## src/rtl/sa_pkg.sv

```systemverilog
// Shared types and helpers for the systolic-array operand skew feeder.
package sa_pkg;
   localparam int DEFAULT_DATA_WIDTH = 16;

   typedef enum logic [2:0] {
      LOAD,
      FULL,
      STREAM,
      DRAIN,
      DONE
   } sa_state_e;

   // Index width for a table of 'depth' entries, never narrower than one bit.
   function automatic int lane_idx(input int depth);
      return (depth > 1) ? $clog2(depth) : 1;
   endfunction
endpackage

```

## src/rtl/sa_lane_buffer.sv

```systemverilog
// K-deep operand store for one lane of the skew feeder, with a registered,
// valid-gated read port so idle lanes present zero to the array edge.
module sa_lane_buffer import sa_pkg::*; #(
   parameter int DATA_WIDTH = DEFAULT_DATA_WIDTH,
   parameter int K          = 4
) (
   input  logic                          clk,
   input  logic                          rst,
   input  logic                          wr_en,
   input  logic [lane_idx(K)-1:0]        wr_idx,
   input  logic [DATA_WIDTH-1:0]         wr_data,
   input  logic                          rd_en,
   input  logic [lane_idx(K)-1:0]        rd_idx,
   output logic [DATA_WIDTH-1:0]         rd_data,
   output logic                          rd_valid
);
   logic [DATA_WIDTH-1:0] mem [K];

   // Operand storage is deliberately left unreset; the read port gates it.
   always_ff @(posedge clk) begin
      if (wr_en) mem[wr_idx] <= wr_data;
   end

   always_ff @(posedge clk or negedge rst) begin
      if (!rst) begin
         rd_data  <= '0;
         rd_valid <= 1'b0;
      end else begin
         rd_valid <= rd_en;
         rd_data  <= rd_en ? mem[rd_idx] : '0;
      end
   end
endmodule

```

## src/rtl/sa_skew_feeder.sv

```systemverilog
// Operand skew feeder for an NxN systolic array: serial load, diagonal stream,
// drain, then a one-cycle result_ld pulse. Define SA_REPLAY_EN for the keep input.
module sa_skew_feeder import sa_pkg::*; #(
   parameter int DATA_WIDTH = DEFAULT_DATA_WIDTH,
   parameter int N          = 4,
   parameter int K          = 4,
   parameter int PE_LAT     = 1
) (
   input  logic                    clk,
   input  logic                    rst,
   input  logic                    ld_valid,
   input  logic [DATA_WIDTH-1:0]   ld_data,
   output logic                    ld_ready,
   input  logic                    start,
   output logic                    full,
   output logic                    busy,
   output logic [N*DATA_WIDTH-1:0] sa_out,
   output logic [N-1:0]            sa_valid,
   output logic                    result_ld
`ifdef SA_REPLAY_EN
   ,
   input  logic                    keep
`endif
);
   // state  | meaning
   // LOAD   | accepting lane-major words, ld_ready high
   // FULL   | all N*K words held, waiting for start
   // STREAM | issue counter t sweeps 0..K+N-2, lane i reads word t-i
   // DRAIN  | lanes idle while the wavefront leaves the array
   // DONE   | one cycle, result_ld high; back to LOAD (or FULL with keep)

   localparam int NK = N * K;
   localparam int PW = $clog2(NK);
   localparam int TW = $clog2(K + N);
   localparam int CW = $clog2(N + PE_LAT);
   localparam int IW = lane_idx(K);
   localparam int LW = lane_idx(N);

   localparam logic [PW-1:0] PTR_LAST   = PW'(NK - 1);
   localparam logic [TW-1:0] T_LAST     = TW'(K + N - 2);
   localparam logic [CW-1:0] DRAIN_LOAD = CW'(N - 1 + PE_LAT);

   sa_state_e     state;
   sa_state_e     next_state;
   logic [PW-1:0] wr_ptr;
   logic [TW-1:0] t_cnt;
   logic [CW-1:0] drain_cnt;
   logic [LW-1:0] wr_lane;
   logic [IW-1:0] wr_word;
   logic          accept;
   logic          keep_contents;

   assign accept  = ld_valid && ld_ready;
   assign wr_lane = LW'(32'(wr_ptr) / K);
   assign wr_word = IW'(32'(wr_ptr) % K);

`ifdef SA_REPLAY_EN
   assign keep_contents = keep;
`else
   assign keep_contents = 1'b0;
`endif

   always_comb begin
      next_state = state;
      case (state)
         LOAD:    if (accept && (wr_ptr == PTR_LAST)) next_state = FULL;
         FULL:    if (start) next_state = STREAM;
         STREAM:  if (t_cnt == T_LAST) next_state = DRAIN;
         DRAIN:   if (drain_cnt == '0) next_state = DONE;
         DONE:    next_state = keep_contents ? FULL : LOAD;
         default: next_state = LOAD;
      endcase
   end

   // DRAIN spans N+PE_LAT state cycles: its first cycle still presents the
   // last registered operand, the remaining N-1+PE_LAT cycles are the drain.
   always_ff @(posedge clk or negedge rst) begin
      if (!rst) begin
         state     <= LOAD;
         wr_ptr    <= '0;
         t_cnt     <= '0;
         drain_cnt <= '0;
      end else begin
         state <= next_state;
         if (accept) wr_ptr <= (wr_ptr == PTR_LAST) ? '0 : wr_ptr + 1'b1;
         if (state == FULL)        t_cnt <= '0;
         else if (state == STREAM) t_cnt <= t_cnt + 1'b1;
         if (state == STREAM)
            drain_cnt <= DRAIN_LOAD;
         else if ((state == DRAIN) && (drain_cnt != '0))
            drain_cnt <= drain_cnt - 1'b1;
      end
   end

   always_ff @(posedge clk or negedge rst) begin
      if (!rst) begin
         ld_ready  <= 1'b1;
         full      <= 1'b0;
         busy      <= 1'b0;
         result_ld <= 1'b0;
      end else begin
         ld_ready  <= (next_state == LOAD);
         full      <= (next_state == FULL);
         busy      <= (next_state == STREAM) || (next_state == DRAIN);
         result_ld <= (next_state == DONE);
      end
   end

   for (genvar i = 0; i < N; i++) begin : g_lane
      logic          rd_en;
      logic [IW-1:0] rd_idx;
      logic          wr_en;

      assign wr_en = accept && (wr_lane == LW'(i));

      always_comb begin
         int d;
         d      = int'(t_cnt) - i;
         rd_en  = 1'b0;
         rd_idx = '0;
         if ((state == STREAM) && (d >= 0) && (d < K)) begin
            rd_en  = 1'b1;
            rd_idx = IW'(d);
         end
      end

      sa_lane_buffer #(
         .DATA_WIDTH (DATA_WIDTH),
         .K          (K)
      ) u_buf (
         .clk      (clk),
         .rst      (rst),
         .wr_en    (wr_en),
         .wr_idx   (wr_word),
         .wr_data  (ld_data),
         .rd_en    (rd_en),
         .rd_idx   (rd_idx),
         .rd_data  (sa_out[i*DATA_WIDTH +: DATA_WIDTH]),
         .rd_valid (sa_valid[i])
      );
   end
endmodule

```

## config.mk

```make
export PLATFORM = sky130hd
export DESIGN_NAME = sa_skew_feeder
export DESIGN_NICKNAME = d
export VERILOG_FILES = /design/src/rtl/sa_pkg.sv /design/src/rtl/sa_lane_buffer.sv /design/src/rtl/sa_skew_feeder.sv
export SDC_FILE = /design/constraint.sdc
export NUM_CORES = 1
export LEC_CHECK = 0
export ABC_AREA = 1
export CELL_PAD_IN_SITES_DETAIL_PLACEMENT = 1
export CELL_PAD_IN_SITES_GLOBAL_PLACEMENT = 1
export CORE_AREA = 3 3 183 185
export CTS_CLUSTER_DIAMETER = 30
export DETAILED_ROUTE_END_ITERATION = 7
export DIE_AREA = 0 0 186 188
export HOLD_SLACK_MARGIN = 0.02
export PLACE_DENSITY_LB_ADDON = 0.1
export RECOVER_POWER = 100
export SYNTH_ARGS = -nofsm -noshare
export SYNTH_HDL_FRONTEND = slang
export SYNTH_SLANG_ARGS = --single-unit
```

## constraint.sdc

```tcl
create_clock -name clk -period 2.14 [get_ports clk]
set_input_delay 0.321 -clock clk [delete_from_list [all_inputs] [get_ports clk]]
set_output_delay 0.321 -clock clk [all_outputs]
set_load 0.05 [all_outputs]
```

==> results.sh <==
# implementation run metrics
export IMPL_drt_iter0_drc=512
export IMPL_buf_share_pct=8.08
export IMPL_power_frac_seq_pct=29.6
export IMPL_wl_met3_um=2400
export IMPL_post_cts_resized=1
export IMPL_setup_viol=0
export IMPL_logic_gates=562
export IMPL_grt_pass1_vias=10300
export IMPL_n_all_inverters=206
export IMPL_cts_tree="built"
export IMPL_log_warning_count=33
export IMPL_fin_nets=1391
export IMPL_grt_ovfl_total=0
export IMPL_p_leak_nw=7.70
export IMPL_period_used_pct=96.9
export IMPL_vias=9408
export IMPL_grt_max_degree=71
export IMPL_dp_hpwl_um=21600
export IMPL_dieArea_um2=35000
export IMPL_ys_flop_type="edfxtp_1"
export IMPL_p_seq_mw=8.21
export IMPL_htreeDepth=3
export IMPL_ys_seq_share_pct=71.8
export IMPL_powerComb_mw=7.04
export IMPL_p_per_area_nw_per_um2=1520
export IMPL_cp_slowest_stage_delay_ns=0.81
export IMPL_met2_usage_pct=37.7
export IMPL_power_total_mw=27.8
export IMPL_powerClk_mw=12.5
export IMPL_critical_path_buf_inv_count=1
export IMPL_cts_root_buf="clkbuf_16"
export IMPL_ys_area_um2=13700
export IMPL_cp_cell_sequence="clkdlybuf4s50_1"
export IMPL_rows=66
export IMPL_maxPowerGroup="the clock network"
export IMPL_flop_count=341
export IMPL_final_max_slew_viol_count=0
export IMPL_pwr_share_comb_pct=25.4
export IMPL_worst_pin_slew_ns=1.32
export IMPL_numSynthFlops=341
export IMPL_clk_share_pct=15.4
export IMPL_hold_viol=0
export IMPL_fin_skew_ns=0.0203
export IMPL_cp_top_family="buffers and inverters"
export IMPL_grt_util_met1_pct=28.0
export IMPL_critPathKind="flop to output pin"
export IMPL_layout_area_comb_um2=2830
export IMPL_rsz0062_at_grt="yes"
export IMPL_core_area_um2=32200
export IMPL_status="finished, final reports clean"
export IMPL_switchingPower_mw=9.01
export IMPL_largest_class="flip-flops and latches"
export IMPL_numCtsBuffers=79
export IMPL_cts_hold_buf=1
export IMPL_clock_buffers=104
export IMPL_internal_power_mw=18.7
export IMPL_hp_start="start"
export IMPL_syn_nets=1201
export IMPL_buffers_excl_clock=172
export IMPL_critPathRequiredTime_ns=1.82
[synth_stat cells (4+ instances only)]
cell | instances | area share [%]
buf_4 | 4 | 0.22
edfxtp_1 | 256 | 56
buf_1 | 5 | 0.14
nand3_1 | 55 | 2.0
inv_1 | 204 | 5.6
o21ai_0 | 22 | 0.81
nand3_2 | 5 | 0.37
o2111ai_1 | 16 | 1.0
nand4_1 | 80 | 3.7
ha_1 | 9 | 0.82
nand2_1 | 156 | 4.3
buf_2 | 12 | 0.44
a21oi_1 | 64 | 2.3
nor2_1 | 121 | 3.3
dfrtp_1 | 84 | 15
o211ai_1 | 16 | 0.88
clkbuf_1 | 42 | 1.2
[worst paths after layout]
| kind | endpoint | slack [ns] | cells after the start |
|---|---|---|---|
| setup reg to reg | g_lane[1].u_buf.rd_data[12] | 0.11 | 12 |
| setup / recovery | sa_out[57] | 0.07 | 1 |
| min in group asynchronous | g_lane[2].u_buf.rd_data[4] | 0.44 | 2 |
| hold / removal | full | 0.41 | 4 |
| max in group asynchronous | g_lane[3].u_buf.rd_valid | 0.35 | 3 |
| hold reg to reg | drain_cnt[0] | 0.50 | 1 |
[metrics by stage]
step                      setup TNS, ns  hold slack (ns)  setup slack [ns]  cell area (um^2)  instances
after detailed placement              0            0.325            0.0878             15700       1687
after global placement                0            0.317             0.142             15700       1687
final                                 0            0.406            0.0666             18200       1837
after floorplan                  -11.18           0.0254           -0.0874             13700       1172
after global routing             -0.101            0.420           -0.0379             18200       1836
after CTS                             0            0.273            0.0328             18500       1835
[kinds of logic after synthesis]
| kind of cell | share of synthesized area (%) |
|---|---|
| and+or+nand+nor | 14.3 |
| DFF | 71.8 |
| buffers and inverters | 7.61 |
| AOI/OAI and AO/OA | 5.46 |
| adders and majority gates | 0.824 |
**Gate-type map**

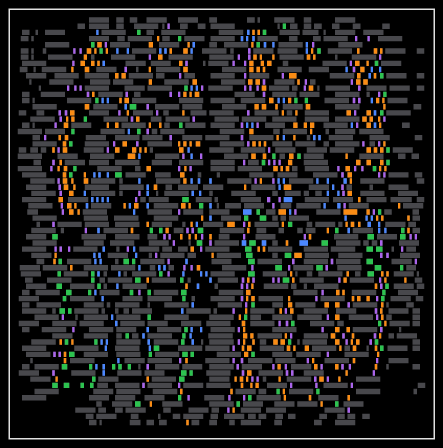
| family | colour | cells |
|---|---|---|
| aoi and oai cells | green | 126 |
| nor cells | blue | 129 |
| nand cells | orange | 297 |
| inv cells | purple | 206 |
fin cells: 1837
logic share of the area: 15.5%
most frequent logic cell in the layout: edfxtp_1

**A small window of the routed layout**

Window x 22 to 72, y 116 to 166 um. Cells in grey, sequential cells in the stronger grey; small squares are vias.
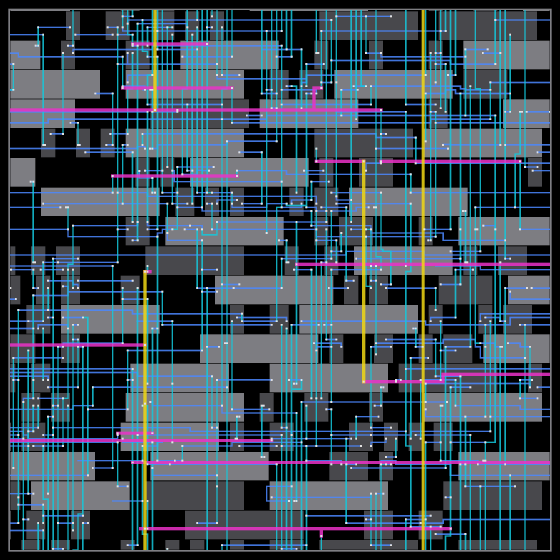
| layer | colour |
|---|---|
| metal 2 | cyan |
| metal 4 | yellow |
| metal 3 | magenta |
| metal 1 | blue |
sequential cells in the window: 30
netlist names of flops here include: `g_lane.u_buf.mem` (22), `g_lane.u_buf.rd_data` (7)
cells with their middle in the window: 115
most frequent: edfxtp_1 (22), inv_1 (19), nand2_1 (13)

**Sequential cells coloured by netlist name**

Other sequential cells in the stronger grey, the rest of the logic in the fainter grey.
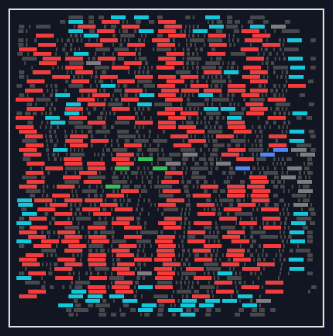
| signal | colour | placed flops |
|---|---|---|
| `state` | blue | 3 |
| `wr_ptr` | green | 4 |
| `g_lane.u_buf.rd_data` | cyan | 64 |
| `g_lane.u_buf.mem` | red | 256 |
not coloured: 14
register area: 9820 um^2
Final Util: 56.5%

**Clock wiring as the flow saved it**

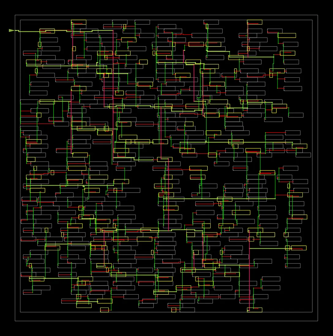
worst skew pair latency: 0.57 ns
Sink Count: 341

**PDN straps and rails**

Pins as bars on the die edge.
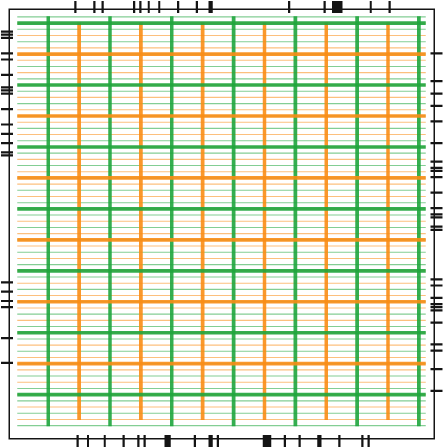
| net | colour |
|---|---|
| VDD | orange |
| VSS | green |
rows: 66
met5 straps: 13
signal pins: 92
met4 straps: 13
met1 rails: 67
Die W: 186 um
VDD IR max: 0.663 mV

